==> src/rtl/step_sequencer.sv <==
// Timestep controller for the 10-bit processor front end: step-key edge detect,
// T0..T3 sequencing, external-input path control and completed-instruction count.
module step_sequencer #(
  parameter logic [3:0] LOAD_OPC = 4'b0000,
  parameter int         CNT_W    = 8
) (
  input  logic             CLK_50MHz,
  input  logic             Reset_n,
  input  logic             StepKey,
  input  logic             PeekKey,
  input  logic [9:0]       Instr,
  output logic [3:0]       Timestep,
  output logic             Extrn_Enable,
  output logic             IR_Load,
  output logic             Done,
  output logic             Peek_Active,
  output logic [CNT_W-1:0] InstrCount
);

  typedef enum logic [1:0] {T0, T1, T2, T3} state_t;

  state_t state, next_state;
  logic   step_q;
  logic   armed;
  logic   step_evt;
  logic   accepted;
  logic   is_load;
  logic   peek_next;
  logic   ir_load_next;
  logic   done_next;
  logic   extrn_next;

  // The first post-reset cycle only loads step_q, so a key held through reset
  // must be released and pressed again before it counts.
  assign step_evt = StepKey & ~step_q & armed;
  assign accepted = step_evt & ~Peek_Active;
  assign is_load  = (Instr[9:6] == LOAD_OPC);

  always_comb begin
    next_state   = state;
    ir_load_next = 1'b0;
    done_next    = 1'b0;
    if (accepted) begin
      case (state)
        T0: begin
          next_state   = T1;
          ir_load_next = 1'b1;
        end
        T1: begin
          if (is_load) begin
            next_state = T0;
            done_next  = 1'b1;
          end else begin
            next_state = T2;
          end
        end
        T2: next_state = T3;
        T3: begin
          next_state = T0;
          done_next  = 1'b1;
        end
        default: next_state = T0;
      endcase
    end
  end

  // Peek is only honoured while sitting in T0; elsewhere it is forced off.
  always_comb begin
    peek_next  = (next_state == T0) & PeekKey;
    extrn_next = ((next_state == T0) & ~peek_next) |
                 ((next_state == T1) & is_load);
  end

  always_comb begin
    case (state)
      T0:      Timestep = 4'b0001;
      T1:      Timestep = 4'b0010;
      T2:      Timestep = 4'b0100;
      T3:      Timestep = 4'b1000;
      default: Timestep = 4'b0001;
    endcase
  end

  always_ff @(posedge CLK_50MHz or negedge Reset_n) begin
    if (!Reset_n) begin
      state        <= T0;
      step_q       <= 1'b0;
      armed        <= 1'b0;
      Peek_Active  <= 1'b0;
      Extrn_Enable <= 1'b0;
      IR_Load      <= 1'b0;
      Done         <= 1'b0;
      InstrCount   <= '0;
    end else begin
      state        <= next_state;
      step_q       <= StepKey;
      armed        <= 1'b1;
      Peek_Active  <= peek_next;
      Extrn_Enable <= extrn_next;
      IR_Load      <= ir_load_next;
      Done         <= done_next;
      if (done_next) begin
        InstrCount <= InstrCount + {{(CNT_W-1){1'b0}}, 1'b1};
      end
    end
  end

endmodule
==> config.mk <==
export PLATFORM = sky130hd
export DESIGN_NAME = step_sequencer
export DESIGN_NICKNAME = d
export VERILOG_FILES = /design/src/rtl/step_sequencer.sv
export SDC_FILE = /design/constraint.sdc
export NUM_CORES = 1
export LEC_CHECK = 0
export ABC_AREA = 1
export CAP_MARGIN = 5
export CORE_MARGIN = 5
export CORE_UTILIZATION = 42
export CTS_CLUSTER_SIZE = 8
export DETAILED_ROUTE_END_ITERATION = 8
export HOLD_SLACK_MARGIN = 0.06
export PLACE_DENSITY = 0.77
export RECOVER_POWER = 100
export SLEW_MARGIN = 5
export SYNTH_ARGS = -nofsm -noshare
export SYNTH_HDL_FRONTEND = slang
export SYNTH_SLANG_ARGS = --single-unit
==> constraint.sdc <==
create_clock -name CLK_50MHz -period 1.3 [get_ports CLK_50MHz]
set_input_delay 0.26 -clock CLK_50MHz [delete_from_list [all_inputs] [get_ports CLK_50MHz]]
set_output_delay 0.26 -clock CLK_50MHz [all_outputs]
set_load 0.02 [all_outputs]
Run 1, metal 1:
Bar = 20 um. Cells faint in the background.
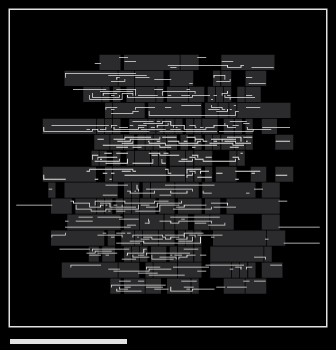
main direction = horizontal
nets with wire on the layer = 146
longest straight run = 14.7 um
wire length on this layer = 852 um
share of all routed wire = 43%
Vias: 799
met1 Use GR: 16.8%
final wirelength: 1.99 mm

Run 1, signal wires on met2:
Cells faint in the background.
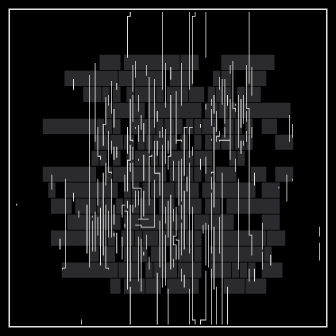
nets with wire on the layer = 132
wire length on this layer = 990 um
main direction = vertical
share of all routed wire = 50%
met2 GRT Util: 25.2%

Run 1, M3 wires:
Bar = 20 um. Cells faint in the background.
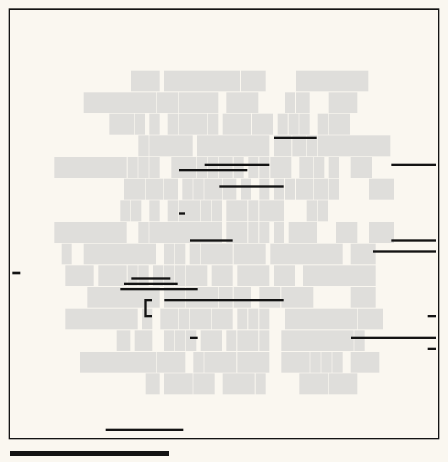
share of all routed wire = 5.7%
longest straight run = 14.7 um
main direction = horizontal
nets with wire on the layer = 18
wire length on this layer = 114 um
GR Layer Usage met3: 3.60%

==> run notes, run 1 <==
fresh numbers from the pnr run: status complete, but fails checks, failing checks setup timing, boundary pin count 30, non-filler cells, final 177, area fraction in mux cells 0%, Sum Neg Setup Slack -90.0 ps, hold_buf cts 0, worst path cell trace buf_6 -> nor2_4 -> buf_6, logic share of the area a little over a quarter, DP HPWL 1.37 mm, share of layout cells above drive strength 1 25.0%, uppermost routed layer met4, row cnt 15, P_clk 0.000339 W, clock buffer depth 2, Buf+Inv Stages, Crit Path 2, antenna violations before repair 0, P per Cell Area 1930 nW/um^2, final setup margin -31.9 ps, Hold Path Class input port to asynchronous set/reset pin, routed wire length on met2 989 um, most frequent cells in the layout nand2_1 (38), inv_1 (19), buf_4 (17), Non-clock buffer share 29.4%, Net Sw Power approximately 0.001 W, Yosys warning total 0, Signal inverters 21, drt wl/cell around 11 um, simple share between 30% and 40%, Seq cells post-synth 16, arrival time worst endpoint approximately 1100 ps, Clock Sinks 16, Post-Synthesis Cells around 110, min cycle time layout approximately 1300 ps, RR Endpoint InstrCount[6], final-report max-slew violation count 0, CP required 1040 ps, period utilization 102%, most flop-heavy register InstrCount, Seq/Total Area, Yosys 49.7%, max reg flops 8, adder-cell share of the synthesized area 1.55%, FF+latch area 403 um^2, ys cells 106, Crit path top cell by count buf_6, largest area contributor in the netlist dfrtp_1, WHS 501 ps, Top cell excl fill/tap nand2_1, combinational share of power between 50% and 60%, Final Hold Viols 0, top-count cell post-synth nand2_1, Final Setup Violations 4
==> run 1 -> run 2 <==
- CTS_CLUSTER_DIAMETER: default -> 200
- SLEW_MARGIN: 5 -> default
==> run notes, run 2 <==
fresh numbers from the pnr run: status complete, but fails checks, failing checks setup timing, Sum Neg Setup Slack -90.0 ps (unchanged), GRT Residual Overflow 0, GR Layer Usage met3 3.60% (unchanged), CP required 1040 ps (about the same), Hold Path Class input port to asynchronous set/reset pin, Worst R2R Path Depth 8, period utilization 102% (unchanged), gr busiest metal met2, worst path cell trace buf_6 -> nor2_4 -> buf_6, logic share of the area 26.6% (unchanged), WHS 501 ps (unchanged), arrival time worst endpoint 1070 ps (about the same), final wirelength 1.99 mm (unchanged), first-pass GRT wire length between 2 and 3 mm, P per Cell Area 1930 nW/um^2 (unchanged), Seq/Total Area, Yosys 49.7% (unchanged), adder-cell share of the synthesized area 1.55% (unchanged), routed wire length on met2 989 um (unchanged), area fraction in mux cells 0% (unchanged), Comb area 337 um^2, Final Setup Violations 4 (unchanged), area share, top type 49.7%, boundary pin count 30 (unchanged), most flop-heavy register InstrCount, hold_buf cts 0 (unchanged), ys cells 106 (unchanged), Non-clock buffer share 29.4% (unchanged), Buf+Inv Stages, Crit Path 2 (unchanged), DRT Pass-1 Iters 4, Final Hold Viols 0 (unchanged), drt wl/cell 11.2 um (unchanged), GRT Total Usage 14.9%, Post-Synthesis Cells 106 (unchanged), final setup margin -31.9 ps (unchanged), Leakage 0.740 nW, worst-path fanout max 5, met1 Use GR 16.8% (unchanged), slowest CP cell dfrtp_2, MaxCap Viol Count 0, clock buffer depth 2 (unchanged), P_clk 0.000339 W (about the same), RR Endpoint InstrCount[6], tool warnings 34, Crit path top cell by count buf_6, syn_area_per_cell around 7.6 um^2, met2 GRT Util 25.2% (unchanged), Top cell excl fill/tap nand2_1, vias per cell 4.51, antenna violations before repair 0 (unchanged), CP endpoint Timestep[0], top-count cell post-synth nand2_1, most frequent cells in the layout nand2_1 (38), inv_1 (19), buf_4 (17), DP HPWL 1.37 mm (unchanged), min cycle time layout 1330 ps (unchanged), Yosys warning total 0 (unchanged), XOR Share, Synth 3.26%, r2r setup slk 70 ps, uppermost routed layer met4, Design Power 0.00244 W, final-report max-slew violation count 0 (unchanged), ys flop type dfrtp_1, Setup WS pre-CTS -178 ps, Signal inverters 21 (unchanged), Clock Sinks 16 (unchanged), Vias 799 (unchanged), simple share 32.8% (unchanged), max reg flops 8 (unchanged), Seq cells post-synth 16 (unchanged), largest area contributor in the netlist dfrtp_1, Reg power frac 30.2%, clock network fraction of design power 13.9%, Net Sw Power 0.000991 W (unchanged), non-filler cells, final 177 (unchanged), combinational share of power 55.9% (about the same), share of layout cells above drive strength 1 25.0% (unchanged)
Run 2, register map, names as in the netlist:
Other sequential cells in the stronger gray, the rest of the logic in the fainter gray.
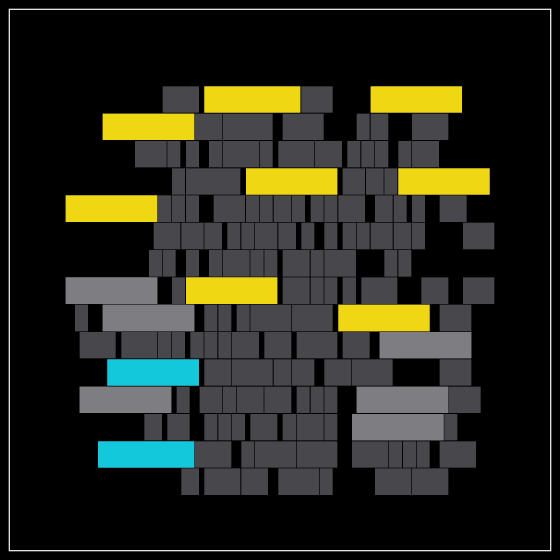
yellow -> InstrCount  # placed flops 8
cyan -> state  # placed flops 2
Util after Layout: 70.9%
FF+latch area: 403 um^2
sequential portion of the cell area: 31.8%
Seq. pwr: 0.000736 W

Run 2, M3 wires:
Bar = 20 um. Cells faint in the background.
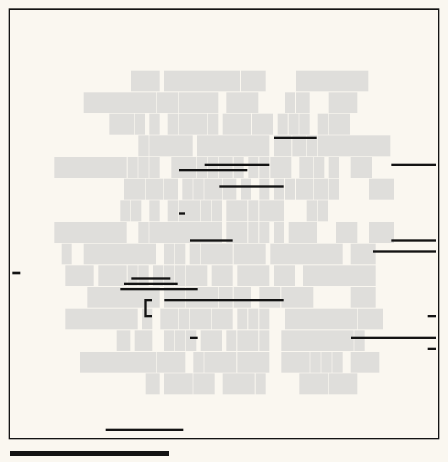
nets with wire on the layer = 18
main direction = horizontal
wire length on this layer = 114 um

Run 2, placement view:
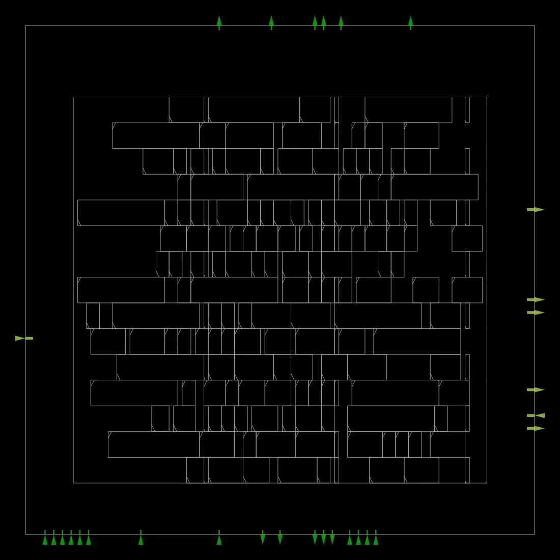
registers: 16
fillers: 137
n_taps: 25
row cnt: 15

No activity file was given, so power comes from the tool's default toggle rates.
